File: src/rtl/lsu_mem_port.sv
// Load/store port from the RV32I execute stage to a word-addressed data memory.
// Optional build macro LSU_MISALIGN_TRAP_EN: misaligned H/HU/W accesses complete with an error.
module lsu_mem_port #(
    parameter int unsigned MEM_IDX_W = 10
) (
    input  logic        clk,
    input  logic        rst,
    input  logic        req_valid,
    output logic        req_ready,
    input  logic        req_store,
    input  logic [2:0]  req_funct3,
    input  logic [31:0] req_addr,
    input  logic [31:0] req_wdata,
    output logic        resp_done,
    output logic [31:0] resp_rdata,
    output logic        resp_err,
    output logic [31:0] mem_A,
    output logic        mem_WE,
    output logic [31:0] mem_WD,
    input  logic [31:0] mem_RD
);

    typedef enum logic [2:0] {
        IDLE,
        LOAD,
        RMW_RD,
        WRITE,
        RESP
    } state_e;

    state_e                 state_q, state_d;
    logic [MEM_IDX_W-1:0]   idx_q, idx_d;
    logic [1:0]             off_q, off_d;
    logic [2:0]             f3_q, f3_d;
    logic [31:0]            wdata_q, wdata_d;
    logic                   err_q, err_d;
    logic [31:0]            rdata_q, rdata_d;
    logic [31:0]            merge_q, merge_d;

    logic                   accept;
    logic                   illegal;
    logic                   req_err;
    logic [7:0]             byte_sel;
    logic [15:0]            half_sel;
    logic [31:0]            load_ext;
    logic [31:0]            merged;
    logic                   unused_addr_hi;

    // Address bits above the word index are dropped, so accesses wrap modulo memory size.
    assign unused_addr_hi = ^req_addr[31:MEM_IDX_W+2];

    always_comb begin
        illegal = (req_funct3 == 3'b011) || (req_funct3 == 3'b110) ||
                  (req_funct3 == 3'b111) || (req_store && req_funct3[2]);
`ifdef LSU_MISALIGN_TRAP_EN
        req_err = illegal ||
                  ((req_funct3[1:0] == 2'b01) && req_addr[0]) ||
                  ((req_funct3[1:0] == 2'b10) && (req_addr[1:0] != 2'b00));
`else
        req_err = illegal;
`endif
    end

    // Lane selection uses only the bits meaningful for the access size, which
    // implicitly aligns H/HU and W when misalignment is not trapped.
    always_comb begin
        byte_sel = mem_RD[{off_q, 3'b000} +: 8];
        half_sel = off_q[1] ? mem_RD[31:16] : mem_RD[15:0];
        case (f3_q)
            3'b000:  load_ext = {{24{byte_sel[7]}}, byte_sel};
            3'b100:  load_ext = {24'h000000, byte_sel};
            3'b001:  load_ext = {{16{half_sel[15]}}, half_sel};
            3'b101:  load_ext = {16'h0000, half_sel};
            default: load_ext = mem_RD;
        endcase
    end

    always_comb begin
        merged = mem_RD;
        if (f3_q[0]) begin
            merged[{off_q[1], 4'b0000} +: 16] = wdata_q[15:0];
        end else begin
            merged[{off_q, 3'b000} +: 8] = wdata_q[7:0];
        end
    end

    always_comb begin
        state_d = state_q;
        accept  = 1'b0;
        case (state_q)
            IDLE: begin
                if (req_valid) begin
                    accept = 1'b1;
                    if (req_err) begin
                        state_d = RESP;
                    end else if (!req_store) begin
                        state_d = LOAD;
                    end else if (req_funct3[1:0] == 2'b10) begin
                        state_d = WRITE;
                    end else begin
                        state_d = RMW_RD;
                    end
                end
            end
            LOAD:    state_d = RESP;
            RMW_RD:  state_d = WRITE;
            WRITE:   state_d = RESP;
            RESP:    state_d = IDLE;
            default: state_d = IDLE;
        endcase
    end

    always_comb begin
        idx_d   = idx_q;
        off_d   = off_q;
        f3_d    = f3_q;
        wdata_d = wdata_q;
        err_d   = err_q;
        rdata_d = rdata_q;
        merge_d = merge_q;
        if (accept) begin
            idx_d   = req_addr[MEM_IDX_W+1:2];
            off_d   = req_addr[1:0];
            f3_d    = req_funct3;
            wdata_d = req_wdata;
            err_d   = req_err;
            rdata_d = '0;
            merge_d = req_wdata;
        end else if (state_q == LOAD) begin
            rdata_d = load_ext;
        end else if (state_q == RMW_RD) begin
            merge_d = merged;
        end
    end

    always_ff @(posedge clk) begin
        if (rst) begin
            state_q <= IDLE;
            idx_q   <= '0;
            off_q   <= '0;
            f3_q    <= '0;
            wdata_q <= '0;
            err_q   <= 1'b0;
            rdata_q <= '0;
            merge_q <= '0;
        end else begin
            state_q <= state_d;
            idx_q   <= idx_d;
            off_q   <= off_d;
            f3_q    <= f3_d;
            wdata_q <= wdata_d;
            err_q   <= err_d;
            rdata_q <= rdata_d;
            merge_q <= merge_d;
        end
    end

    // Outputs are gated by rst so a reset cycle never writes memory or pulses done.
    always_comb begin
        req_ready  = rst || (state_q == IDLE);
        resp_done  = 1'b0;
        resp_err   = 1'b0;
        resp_rdata = '0;
        mem_A      = '0;
        mem_WE     = 1'b0;
        mem_WD     = '0;
        if (!rst) begin
            if (state_q != IDLE) begin
                mem_A = {{(32-MEM_IDX_W){1'b0}}, idx_q};
            end
            if (state_q == WRITE) begin
                mem_WE = 1'b1;
                mem_WD = merge_q;
            end
            if (state_q == RESP) begin
                resp_done  = 1'b1;
                resp_err   = err_q;
                resp_rdata = rdata_q;
            end
        end
    end

endmodule

File: config.mk
export PLATFORM = sky130hd
export DESIGN_NAME = lsu_mem_port
export DESIGN_NICKNAME = d
export VERILOG_FILES = /design/src/rtl/lsu_mem_port.sv
export SDC_FILE = /design/constraint.sdc
export NUM_CORES = 1
export LEC_CHECK = 0
export ABC_CLOCK_PERIOD_IN_PS = 2600
export CELL_PAD_IN_SITES_DETAIL_PLACEMENT = 0
export CELL_PAD_IN_SITES_GLOBAL_PLACEMENT = 2
export CORE_UTILIZATION = 23
export DETAILED_ROUTE_END_ITERATION = 8
export PLACE_DENSITY_LB_ADDON = 0.2
export SLEW_MARGIN = 10
export SYNTH_ARGS = -nofsm -noshare
export SYNTH_HDL_FRONTEND = slang
export SYNTH_SLANG_ARGS = --single-unit
File: constraint.sdc
create_clock -name clk -period 2.6 [get_ports clk]
set_input_delay 0.52 -clock clk [delete_from_list [all_inputs] [get_ports clk]]
set_output_delay 0.52 -clock clk [all_outputs]
set_load 0.005 [all_outputs]
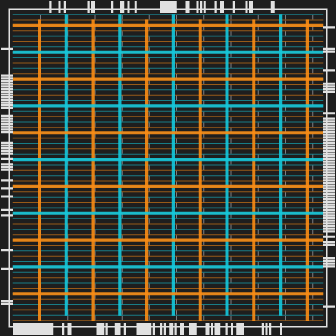
**Above:** PDN straps and rails.
Pins as bars on the die edge. Tap cells in gray.
legend:
  orange:
    net: VSS
  cyan:
    net: VDD
signal pins: 203
met4 straps: 11
tap cells: 324
met5 straps: 11
core region area: 24400 µm²
die x size: 160 µm
peak ir drop on the vdd network: 261 µV
die height: 160 µm

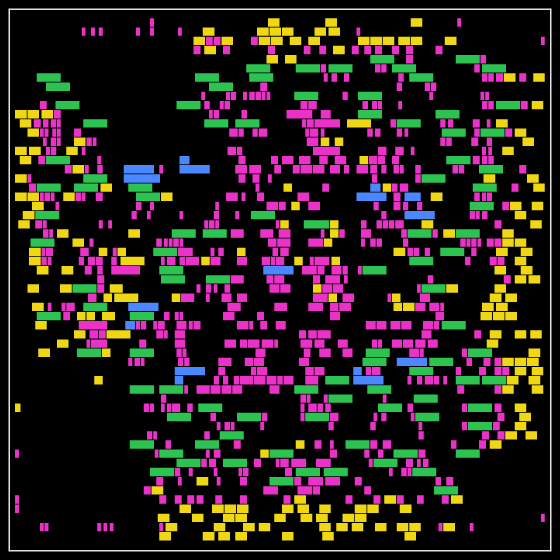
**Above:** cells colored by class.
legend:
  green:
    class: registers
    cells: 99
    share_of_their_area: 26%
  blue:
    class: clock drivers and dummy loads
    cells: 16
    share_of_their_area: 4.1%
  magenta:
    class: remaining logic cells
    cells: 552
    share_of_their_area: 45%
  yellow:
    class: remaining buffers and delay cells
    cells: 194
    share_of_their_area: 25%
Final Instance Area: 7990 µm²
final core area utilization: 32.7%

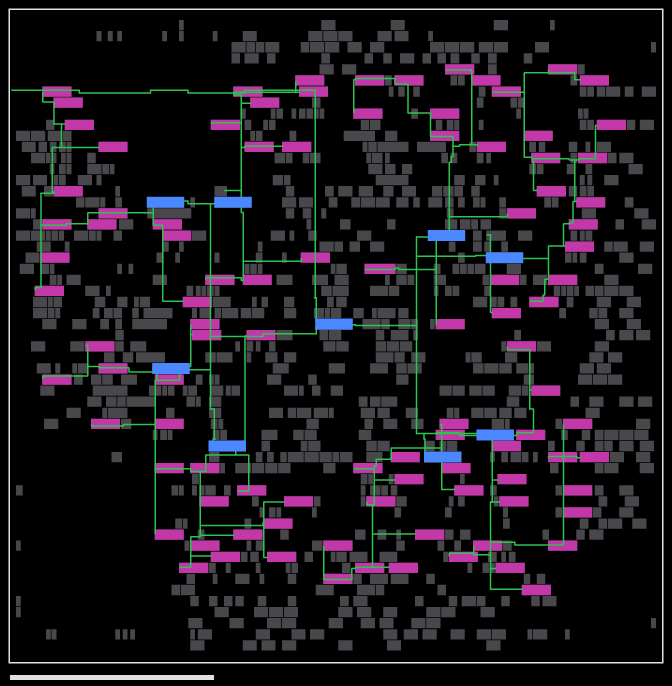
**Above:** clock wires, drivers and flops.
Bar = 50 µm.
legend:
  green:
    item: clock wires
    length: 1500 µm
  magenta:
    item: flip-flops
    count: 99
  blue:
    item: clock-net drivers
    count: 9
flops lie: all over the die
routed clock nets: 10
post-route clock skew: 0.00870 ns
clock insertion delay at the later pin of the skew report: 0.35 ns
clock share of power: 35.2%

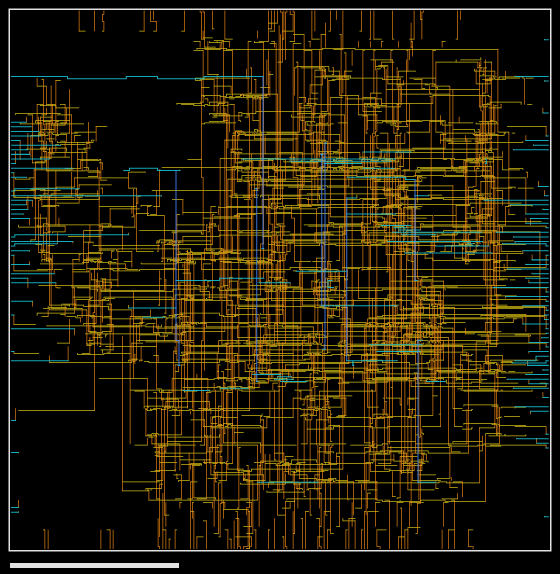
**Above:** metal layers overlaid.
Bar = 50 µm.
legend:
  blue:
    layer: M4
    wire_length: 393 µm
  yellow:
    layer: M1
    wire_length: 9970 µm
  orange:
    layer: M2
    wire_length: 10700 µm
  cyan:
    layer: M3
    wire_length: 1280 µm
number of vias in the routed layout: 5761
drt wl/cell: 18.9 µm

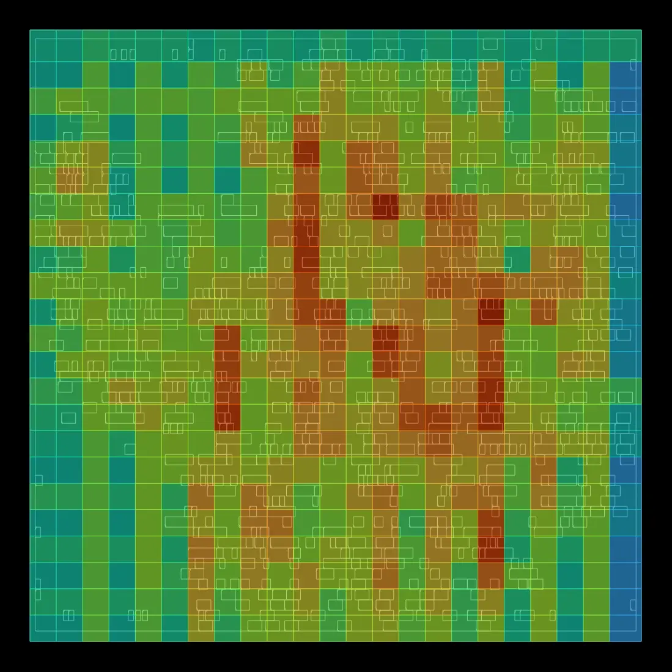
**Above:** track usage over the die.
global-route usage over all layers: 17.1%
GR Util met1: 21.8%

==> qor_table.md <==
| Metric | Reported | Unit |
| --- | --- | --- |
| Status | complete, no violations | - |
| Yosys top cell area share | 34.5 | % |
| Final antenna diode count | 0 | - |
| Clk Tree Root Cell | sky130_fd_sc_hd__clkbuf_16 | - |
| Netlist Area Pre-Place | 5750 | µm² |
| Post-synthesis share of cell area spent on full adders, half adders and majority gates | 1.09 | % |
| Count of non-CTS buffers in the layout | 194 | - |
| Xor/xnor share | 0 | % |
| Placed inst area | 7660 | µm² |
| Met2 routed WL | 10700 | µm |
| GR peak layer | met2 | - |
| CTS tree | done | - |
| Main kind of combinational logic by area | AND-OR/OR-AND gates | - |
| Number of nets in the layout | 964 | - |
| Final tally of setup violations | 0 | - |
| Commonest cells after routing, fill and taps aside | sky130_fd_sc_hd__clkdlybuf4s50_1, sky130_fd_sc_hd__dfxtp_1, sky130_fd_sc_hd__a21oi_1, sky130_fd_sc_hd__nand2_1, sky130_fd_sc_hd__and2_1 | - |
| Cell accounting for the most synthesized area | sky130_fd_sc_hd__dfxtp_1 | - |
| Minimum hold slack | 0.451 | ns |
| Slack of the critical path | 0.108 | ns |
| Share of flip-flops with an asynchronous set or reset after synthesis | 0 | % |
| Minimum clock period | 2.49 | ns |
| Total number of warnings across the stage logs | 50 | - |
| Post-synthesis sequential area ratio | 34.5 | % |
| Chip Area, Yosys | 5750 | µm² |
| Yosys stat cell total | 715 | - |
| Number of ordinary inverters in the final layout | 10 | - |
| Worst-case setup slack after placement | 0.132 | ns |
| Initial antenna violation count | 0 | - |
| Highest achievable clock rate | 401 | MHz |
| Clock-cell share | 3.89 | % |
| Top post-synthesis cells by count | sky130_fd_sc_hd__dfxtp_1, sky130_fd_sc_hd__a21oi_1, sky130_fd_sc_hd__nand2_1 | - |
| Power per cell area | 507 | nW/µm² |
| Tally of max-capacitance violations | 0 | - |
| Number of optimization iterations in the first detailed-route pass | 5 | - |
| Startpoint types | register | - |
| Actual slew at the worst max-slew pin | 0.692 | ns |
| Maximum fanout along the worst path | 33 | - |
| Combinational Power Share | 22.3 | % |
| Switching part of the total power | 30.5 | % |
| Non-Filler Instances | 1185 | - |
| Number of buffers added on ports | 160 | - |
| Filler instances | 2608 | - |
| Accumulated negative setup slack | 0 | ns |
| Unrepaired setup endpoints after global routing | false | - |
| Clk_buf instances | 10 | - |
| Met1 wire length | 9970 | µm |
| Tap cell count | 324 | - |
| Number of enable-type register cells in the synthesized netlist | 0 | - |
| Number of cells produced by synthesis | 715 | - |
| Data required time at the worst endpoint | 2.08 | ns |
| Static leakage power | 0.00291 | µW |
| Pin count of the biggest net entering global routing | 55 | - |
| Top-level port count | 203 | - |
| Top flip-flop cell by instance count after synthesis | sky130_fd_sc_hd__dfxtp_1 | - |
| Number of global-route vias before repair | 5673 | - |
| Post-detailed-routing wire length | 22400 | µm |
| First-pass GRT wire length | 33400 | µm |
| Number of placed instances, taps included | 1169 | - |
| Count of antenna-violating nets left after detailed routing | 0 | - |
| Sequential cell area | 1980 | µm² |
| Full die area | 25600 | µm² |
| Clock tree sinks | 99 | - |
| Initial detailed-routing violation count | 317 | - |
| Kind of path behind the tightest hold check | reg -> reg | - |
| Routability Congestion | 0.848 | - |
| Met3 routed WL | 1280 | µm |
| Register share of the cell area | 24.8 | % |
| Final Total Pwr | 4050 | µW |
| Period Utilization, post-route | 95.9 | % |
| Clock buffer count from CTS | 9 | - |
| Number of rows created at floorplan | 57 | - |
| Gr ovfl total | 0 | - |
| Dominant cells by area after synthesis | sky130_fd_sc_hd__dfxtp_1, sky130_fd_sc_hd__and2_1, sky130_fd_sc_hd__a21oi_1 | - |
| Footprint of the multi-input gates | 3340 | µm² |
| NetSw | 1230 | µW |
| Post-DP HPWL | 16600 | µm |
| CTS Hold Bufs | 0 | - |
| Arrival time of the worst setup path | 1.97 | ns |
| Sequential share of power | 42.4 | % |
| Layout-stage area growth over the synthesis result | 38.9 | % |
| Area share of buffers outside the clock network | 23.9 | % |
| Remaining DRCs | 0 | - |
| Global-route track usage on met3 | 3.64 | % |
| Most numerous logic cell after layout | sky130_fd_sc_hd__clkdlybuf4s50_1 | - |
| Largest cell class by area | logic gates | - |
| Post-synthesis cell type with the largest instance count | sky130_fd_sc_hd__dfxtp_1 | - |
| Hold Vio Cnt, Final | 0 | - |
| Number of buffers on the longest clock path | 2 | - |
| Kind of end point of the critical path | output pin | - |
-- state kept, by name (all words and copies together), names as in the netlist --
register	count
err_q	1
f3_q	3
idx_q	10
merge_q	32
off_q	2
rdata_q	32
state_q	3
wdata_q	16
-- cell families after synthesis --
kind of cell,Yosys count
mux,22
fa+ha+maj,5
compound gates,230
simple gates,263
flops,99
buf+inv,95
other cells,1
-- worst paths after layout --
kind                            from                  endpoint  slack [ns]  depth (start not counted)
max          state_q[0]$_SDFFE_PP0P_                mem_WD[15]        0.11                          5
min            idx_q[2]$_SDFFE_PP0P_     idx_q[2]$_SDFFE_PP0P_        0.45                          2
max reg2reg    off_q[0]$_SDFFE_PP0P_  merge_q[23]$_SDFFE_PP0P_        0.54                          6
min reg2reg    idx_q[2]$_SDFFE_PP0P_     idx_q[2]$_SDFFE_PP0P_        0.45                          2
-- power groups by stage --
stage / sequential [µW] / combinational [µW] / clock [µW]
2_1_floorplan: 1720 / 573 / 0
3_3_place_gp: 1750 / 898 / 0
3_5_place_dp: 1750 / 905 / 0
4_1_cts: 1720 / 909 / 1480
5_1_grt: 1730 / 988 / 1540
6_report: 1720 / 904 / 1430
-- timing repair --
action | CTS | global route
endpoints found under the hold margin | 0 | 0
endpoints found under the setup margin | 0 | 18
setup buffers | 0 | 0
resized | 0 | 3
-- worst max-delay path, stage by stage (launching register included) --
cell	delay, ns
sky130_fd_sc_hd__dfxtp_1	0.40
sky130_fd_sc_hd__buf_6	0.18
sky130_fd_sc_hd__and3_1	0.20
sky130_fd_sc_hd__buf_12	0.17
sky130_fd_sc_hd__and2_1	0.15
sky130_fd_sc_hd__clkdlybuf4s50_1	0.50
No activity file was given, so power comes from the tool's default toggle rates.
